## src/rtl/risc_mc_controller.sv

```systemverilog
// Multi-cycle RV32I main controller: Moore sequencer driving datapath selects,
// write enables and ALU operation, with a sticky illegal flag and retire counter.
module risc_mc_controller #(
    parameter int INSTRET_W = 32
) (
    input  logic                 clk,
    input  logic                 areset,
    input  logic                 en,
    input  logic [6:0]           op,
    input  logic [2:0]           funct3,
    input  logic                 funct7b5,
    input  logic                 zero,
    output logic                 PCWrite,
    output logic                 AdrSrc,
    output logic                 MemWrite,
    output logic                 IRWrite,
    output logic                 RegWrite,
    output logic [1:0]           ResultSrc,
    output logic [1:0]           ALUSrcA,
    output logic [1:0]           ALUSrcB,
    output logic [1:0]           ImmSrc,
    output logic [2:0]           ALUControl,
    output logic [3:0]           state,
    output logic                 illegal,
    output logic                 retire,
    output logic [INSTRET_W-1:0] instret
);
    localparam logic [3:0] S_FETCH    = 4'd0;
    localparam logic [3:0] S_DECODE   = 4'd1;
    localparam logic [3:0] S_MEMADR   = 4'd2;
    localparam logic [3:0] S_MEMREAD  = 4'd3;
    localparam logic [3:0] S_MEMWB    = 4'd4;
    localparam logic [3:0] S_MEMWRITE = 4'd5;
    localparam logic [3:0] S_EXECUTER = 4'd6;
    localparam logic [3:0] S_ALUWB    = 4'd7;
    localparam logic [3:0] S_EXECUTEI = 4'd8;
    localparam logic [3:0] S_JAL      = 4'd9;
    localparam logic [3:0] S_BEQ      = 4'd10;

    localparam logic [6:0] OP_LOAD   = 7'b0000011;
    localparam logic [6:0] OP_STORE  = 7'b0100011;
    localparam logic [6:0] OP_RTYPE  = 7'b0110011;
    localparam logic [6:0] OP_ITYPE  = 7'b0010011;
    localparam logic [6:0] OP_BRANCH = 7'b1100011;
    localparam logic [6:0] OP_JAL    = 7'b1101111;

    localparam logic [2:0] ALU_ADD = 3'b000;
    localparam logic [2:0] ALU_SLL = 3'b001;
    localparam logic [2:0] ALU_SUB = 3'b010;
    localparam logic [2:0] ALU_XOR = 3'b100;
    localparam logic [2:0] ALU_SRL = 3'b101;
    localparam logic [2:0] ALU_OR  = 3'b110;
    localparam logic [2:0] ALU_AND = 3'b111;

    logic [3:0]           r_state;
    logic [3:0]           w_state_next;
    logic                 r_illegal;
    logic                 r_inst_bad;
    logic [INSTRET_W-1:0] r_instret;

    logic       w_op_known;
    logic       w_alu_bad;
    logic       w_br_bad;
    logic       w_in_exec;
    logic       w_set_illegal;
    logic       w_terminal;
    logic       w_retire;
    logic [2:0] w_alu_dec;

    logic       w_pcwrite;
    logic       w_adrsrc;
    logic       w_memwrite;
    logic       w_irwrite;
    logic       w_regwrite;
    logic [1:0] w_resultsrc;
    logic [1:0] w_alusrca;
    logic [1:0] w_alusrcb;
    logic [2:0] w_alucontrol;

    always_comb begin
        w_op_known = 1'b0;
        case (op)
            OP_LOAD, OP_STORE, OP_RTYPE, OP_ITYPE, OP_BRANCH, OP_JAL: w_op_known = 1'b1;
            default:                                                  w_op_known = 1'b0;
        endcase
    end

    always_comb begin
        w_alu_dec = ALU_ADD;
        case (funct3)
            3'b000:  w_alu_dec = (op == OP_RTYPE && funct7b5) ? ALU_SUB : ALU_ADD;
            3'b001:  w_alu_dec = ALU_SLL;
            3'b100:  w_alu_dec = ALU_XOR;
            3'b101:  w_alu_dec = ALU_SRL;
            3'b110:  w_alu_dec = ALU_OR;
            3'b111:  w_alu_dec = ALU_AND;
            default: w_alu_dec = ALU_ADD;
        endcase
    end

    assign w_alu_bad     = (funct3 == 3'b010) || (funct3 == 3'b011);
    assign w_br_bad      = (funct3 != 3'b000) && (funct3 != 3'b001);
    assign w_in_exec     = (r_state == S_EXECUTER) || (r_state == S_EXECUTEI);
    assign w_set_illegal = en && (((r_state == S_DECODE) && !w_op_known) ||
                                  (w_in_exec && w_alu_bad) ||
                                  ((r_state == S_BEQ) && w_br_bad));

    // An instruction flagged illegal on the way still completes its sequence but never retires.
    assign w_terminal = (r_state == S_MEMWB) || (r_state == S_MEMWRITE) ||
                        (r_state == S_ALUWB) || ((r_state == S_BEQ) && !w_br_bad);
    assign w_retire   = en && !areset && w_terminal && !r_inst_bad;

    always_ff @(posedge clk or posedge areset) begin
        if (areset) begin
            r_state    <= S_FETCH;
            r_illegal  <= 1'b0;
            r_inst_bad <= 1'b0;
            r_instret  <= '0;
        end else if (en) begin
            r_state <= w_state_next;
            if (w_set_illegal)
                r_illegal <= 1'b1;
            if (w_state_next == S_FETCH)
                r_inst_bad <= 1'b0;
            else if (w_in_exec && w_alu_bad)
                r_inst_bad <= 1'b1;
            if (w_retire)
                r_instret <= r_instret + {{(INSTRET_W-1){1'b0}}, 1'b1};
        end
    end

    always_comb begin
        w_state_next = S_FETCH;
        case (r_state)
            S_FETCH:  w_state_next = S_DECODE;
            S_DECODE: begin
                case (op)
                    OP_LOAD, OP_STORE: w_state_next = S_MEMADR;
                    OP_RTYPE:          w_state_next = S_EXECUTER;
                    OP_ITYPE:          w_state_next = S_EXECUTEI;
                    OP_BRANCH:         w_state_next = S_BEQ;
                    OP_JAL:            w_state_next = S_JAL;
                    default:           w_state_next = S_FETCH;
                endcase
            end
            S_MEMADR:   w_state_next = (op == OP_LOAD) ? S_MEMREAD : S_MEMWRITE;
            S_MEMREAD:  w_state_next = S_MEMWB;
            S_EXECUTER: w_state_next = S_ALUWB;
            S_EXECUTEI: w_state_next = S_ALUWB;
            S_JAL:      w_state_next = S_ALUWB;
            default:    w_state_next = S_FETCH;
        endcase
    end

    always_comb begin
        w_pcwrite    = 1'b0;
        w_adrsrc     = 1'b0;
        w_memwrite   = 1'b0;
        w_irwrite    = 1'b0;
        w_regwrite   = 1'b0;
        w_resultsrc  = 2'b00;
        w_alusrca    = 2'b00;
        w_alusrcb    = 2'b00;
        w_alucontrol = ALU_ADD;
        case (r_state)
            S_FETCH: begin
                w_irwrite   = 1'b1;
                w_alusrcb   = 2'b10;
                w_resultsrc = 2'b10;
                w_pcwrite   = 1'b1;
            end
            S_DECODE: begin
                w_alusrca = 2'b01;
                w_alusrcb = 2'b01;
            end
            S_MEMADR: begin
                w_alusrca = 2'b10;
                w_alusrcb = 2'b01;
            end
            S_MEMREAD:  w_adrsrc = 1'b1;
            S_MEMWB: begin
                w_resultsrc = 2'b01;
                w_regwrite  = 1'b1;
            end
            S_MEMWRITE: begin
                w_adrsrc   = 1'b1;
                w_memwrite = 1'b1;
            end
            S_EXECUTER: begin
                w_alusrca    = 2'b10;
                w_alucontrol = w_alu_dec;
            end
            S_EXECUTEI: begin
                w_alusrca    = 2'b10;
                w_alusrcb    = 2'b01;
                w_alucontrol = w_alu_dec;
            end
            S_ALUWB:    w_regwrite = 1'b1;
            S_BEQ: begin
                w_alusrca    = 2'b10;
                w_alucontrol = ALU_SUB;
                if (funct3 == 3'b000)
                    w_pcwrite = zero;
                else if (funct3 == 3'b001)
                    w_pcwrite = !zero;
            end
            S_JAL: begin
                w_alusrca = 2'b01;
                w_alusrcb = 2'b10;
                w_pcwrite = 1'b1;
            end
            default: ;
        endcase
    end

    always_comb begin
        ImmSrc = 2'b00;
        case (op)
            OP_STORE:  ImmSrc = 2'b01;
            OP_BRANCH: ImmSrc = 2'b10;
            OP_JAL:    ImmSrc = 2'b11;
            default:   ImmSrc = 2'b00;
        endcase
    end

    // Strobes are qualified by en and by reset so a stall or reset never leaks a write.
    assign PCWrite    = w_pcwrite  && en && !areset;
    assign IRWrite    = w_irwrite  && en && !areset;
    assign RegWrite   = w_regwrite && en && !areset;
    assign MemWrite   = w_memwrite && en && !areset;
    assign AdrSrc     = w_adrsrc;
    assign ResultSrc  = w_resultsrc;
    assign ALUSrcA    = w_alusrca;
    assign ALUSrcB    = w_alusrcb;
    assign ALUControl = w_alucontrol;
    assign state      = r_state;
    assign illegal    = r_illegal;
    assign retire     = w_retire;
    assign instret    = r_instret;
endmodule

```

## config.mk

```make
export PLATFORM = sky130hd
export DESIGN_NAME = risc_mc_controller
export DESIGN_NICKNAME = d
export VERILOG_FILES = /design/src/rtl/risc_mc_controller.sv
export SDC_FILE = /design/constraint.sdc
export NUM_CORES = 1
export LEC_CHECK = 0
export ABC_AREA = 1
export CORE_MARGIN = 3
export CORE_UTILIZATION = 50
export DETAILED_ROUTE_END_ITERATION = 6
export PLACE_DENSITY = 0.8
export SYNTH_ARGS = -nofsm -noshare
export SYNTH_HDL_FRONTEND = slang
export SYNTH_SLANG_ARGS = --single-unit
```

## constraint.sdc

```tcl
create_clock -name clk -period 7.5 [get_ports clk]
set_clock_uncertainty 0.1 [all_clocks]
set_input_delay 1.5 -clock clk [delete_from_list [all_inputs] [get_ports clk]]
set_output_delay 1.5 -clock clk [all_outputs]
set_load 0.05 [all_outputs]
```

final_clocks.png
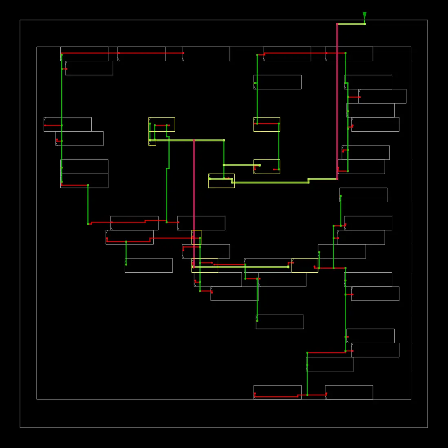
clock network power: 142 µW
Seq cells: 38

met3.png
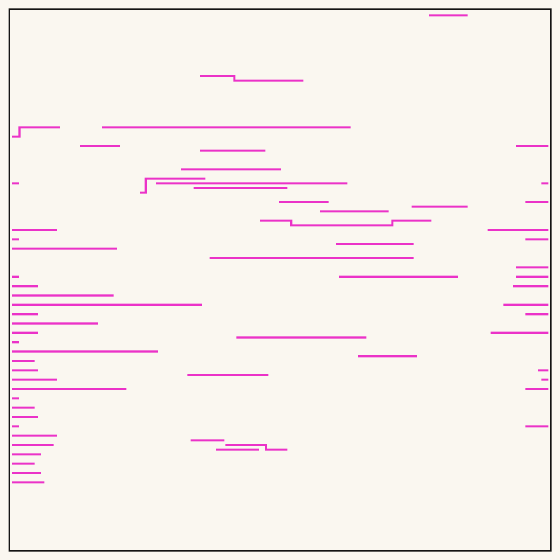
nets with wire on the layer: 61
share of all routed wire: 8.0%
main direction: horizontal
longest straight run: 35.9 µm
via count: 2745
DRT Wirelength: 6810 µm
met3 GRT Util: 5.85%

==> notes.md <==
impl run done, here's what came out: Yosys chip area 2640 µm², Layout clock area frac 2.64%, power per cell area 233 nW/µm², logic area 1460 µm², sw frac 47.1%, chip area 6180 µm², Final Critical Period 5490 ps, unrepaired setup endpoints after global routing no, cell row count 25, fraction of the cycle the final worst path needs 73.2%, initial antenna violation count 0, Top Usage Layer GRT met2, Top Layer Used met4, layout cells sized above 1 3.89%, Num CTS Buffers 5, Residual DRC 0, Max clock buf depth 2, Setup crit end retire, Crit path depth 8, dominant kind of cell by area combinational gates, Root Driver clkbuf_8, filler instances 431, met1 wire length 3300 µm, TritonCTS Sinks 38, Worst Hold End illegal$_DFFE_PP0P_, worst-skew pair later-pin latency 280 ps, Top delay family on crit path buffers and inverters, Hold WS 373 ps, met3 WL 543 µm, worst setup margin 2010 ps, Seq pwr share 32.6%, number of global-route vias before repair 2644, # clk buffers 7, Comb pwr share 49.7%, first-pass GRT wire length 11800 µm, max-slew violations 0, Worst Max-Slew Pin Slew 640 ps, Simple-Gate Area Share 45.6%, DR iter-0 viols 183, Port Buffers 68, met1 usage 33.6%, final core utilization 70.5%, YS warnings 0, status complete, no violations, clock transition at the registers of the reported paths 70 ps, Vias/cell 4.94, r2r worst-path depth 9, Placed Cells 548, placed cell areas 3370 µm², Seq/total area 27.5%, CTS tree built, first-pass detailed-route iteration total 5, Critical Path Fanout Max 39, Post-Synth AOI/OAI Area 2.85%, worst path arrival time 3890 ps, CP max-delay cell clkdlybuf4s50_1, Layout area overhead 31.3%, hold_sp illegal$_DFFE_PP0P_, non-filler cells, final 556, DR WL met2 2920 µm, syn_nets 433, Int Power 427 µW, Switch Pwr 380 µW, WP buf/inv 5, Post-Syn Area 2640 µm², Nets 504, Starting Density 53.7%, total power 806 µW, worst hold path type reg2reg, Cell Type Count 21, Synth Instances 417, P_leak 1.61 nW, Clock power frac 17.6%, endpoint class of the critical path primary output
pdn.png
Bar = 20 µm. Pins as bars on the die edge.
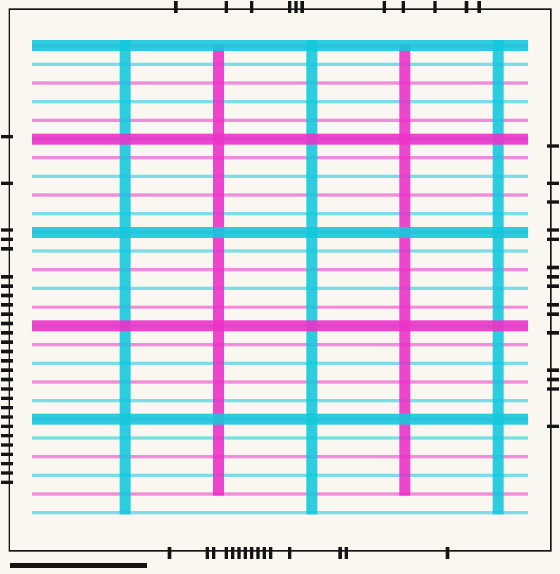
| colour | net |
|---|---|
| cyan | VSS |
| magenta | VDD |
signal pins: 69
met5 straps: 5
met1 rails: 26
met4 straps: 5
CORE AREA: 4910 µm²
DIE HEIGHT: 78.6 µm
peak supply drop: 0.246 mV

metal_stack.png
Bar = 20 µm. Only two layers are drawn.
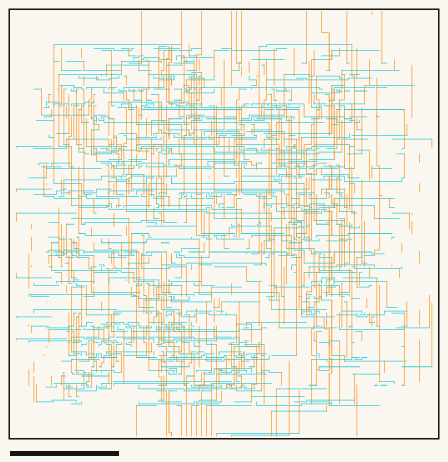
| colour | layer | wire length |
|---|---|---|
| orange | met2 | 2920 µm |
| cyan | met1 | 3300 µm |
average wire per standard cell: 12.3 µm
Total Routing Usage GR: 23.6%

==> flip-flops by register name, indices dropped and copies added (netlist names) <==
signal and flops:
illegal 1, instret 32, r_inst_bad 1, state 4
==> synthesized netlist by cell type <==
cell type | count | area, µm²
a21oi_1 | 1 | 5.00
a31oi_1 | 4 | 25.0
buf_2 | 3 | 15.0
buf_6 | 2 | 22.5
dfrtp_1 | 38 | 951
ha_1 | 1 | 12.5
inv_1 | 50 | 188
inv_2 | 1 | 3.75
nand2_1 | 161 | 604
nand2_2 | 3 | 18.8
nand3_1 | 19 | 95.1
nand3_2 | 1 | 10.0
nand3b_1 | 6 | 45.0
nand4_1 | 5 | 31.3
nor2_1 | 67 | 251
nor2_2 | 5 | 31.3
nor2_4 | 1 | 11.3
nor3_1 | 21 | 105
o21ai_0 | 9 | 45.0
xnor2_1 | 1 | 8.76
xor2_1 | 18 | 158
==> worst register-to-register path: stages (launching register included) <==
cell and delay, ps:
dfrtp_1 450, inv_1 130, nand2_2 90, nor2_2 150, nand2_1 70, nand2_1 100, nand3_2 370, inv_1 660
nand2_1 150, xor2_1 180
==> power groups by stage <==
| stage | Combinational, mW | Clock [mW] | Sequential [mW] |
|---|---|---|---|
| 2_1_floorplan | 0.200 | 0 | 0.341 |
| 3_3_place_gp | 0.399 | 0 | 0.267 |
| 3_5_place_dp | 0.401 | 0 | 0.267 |
| 4_1_cts | 0.403 | 0.147 | 0.263 |
| 5_1_grt | 0.429 | 0.157 | 0.269 |
| 6_report | 0.401 | 0.142 | 0.263 |
==> layout by cell type (no fill, tap or decap), types with 6 or more instances in the layout <==
cell type,count
clkbuf_8,6
clkdlybuf4s50_1,68
dfrtp_1,38
inv_1,50
nand2_1,161
nand3_1,19
nand3b_1,6
nor2_1,67
nor3_1,21
o21ai_0,9
xor2_1,18
Power figures rest on the tool's default switching activity, not on a simulated workload.
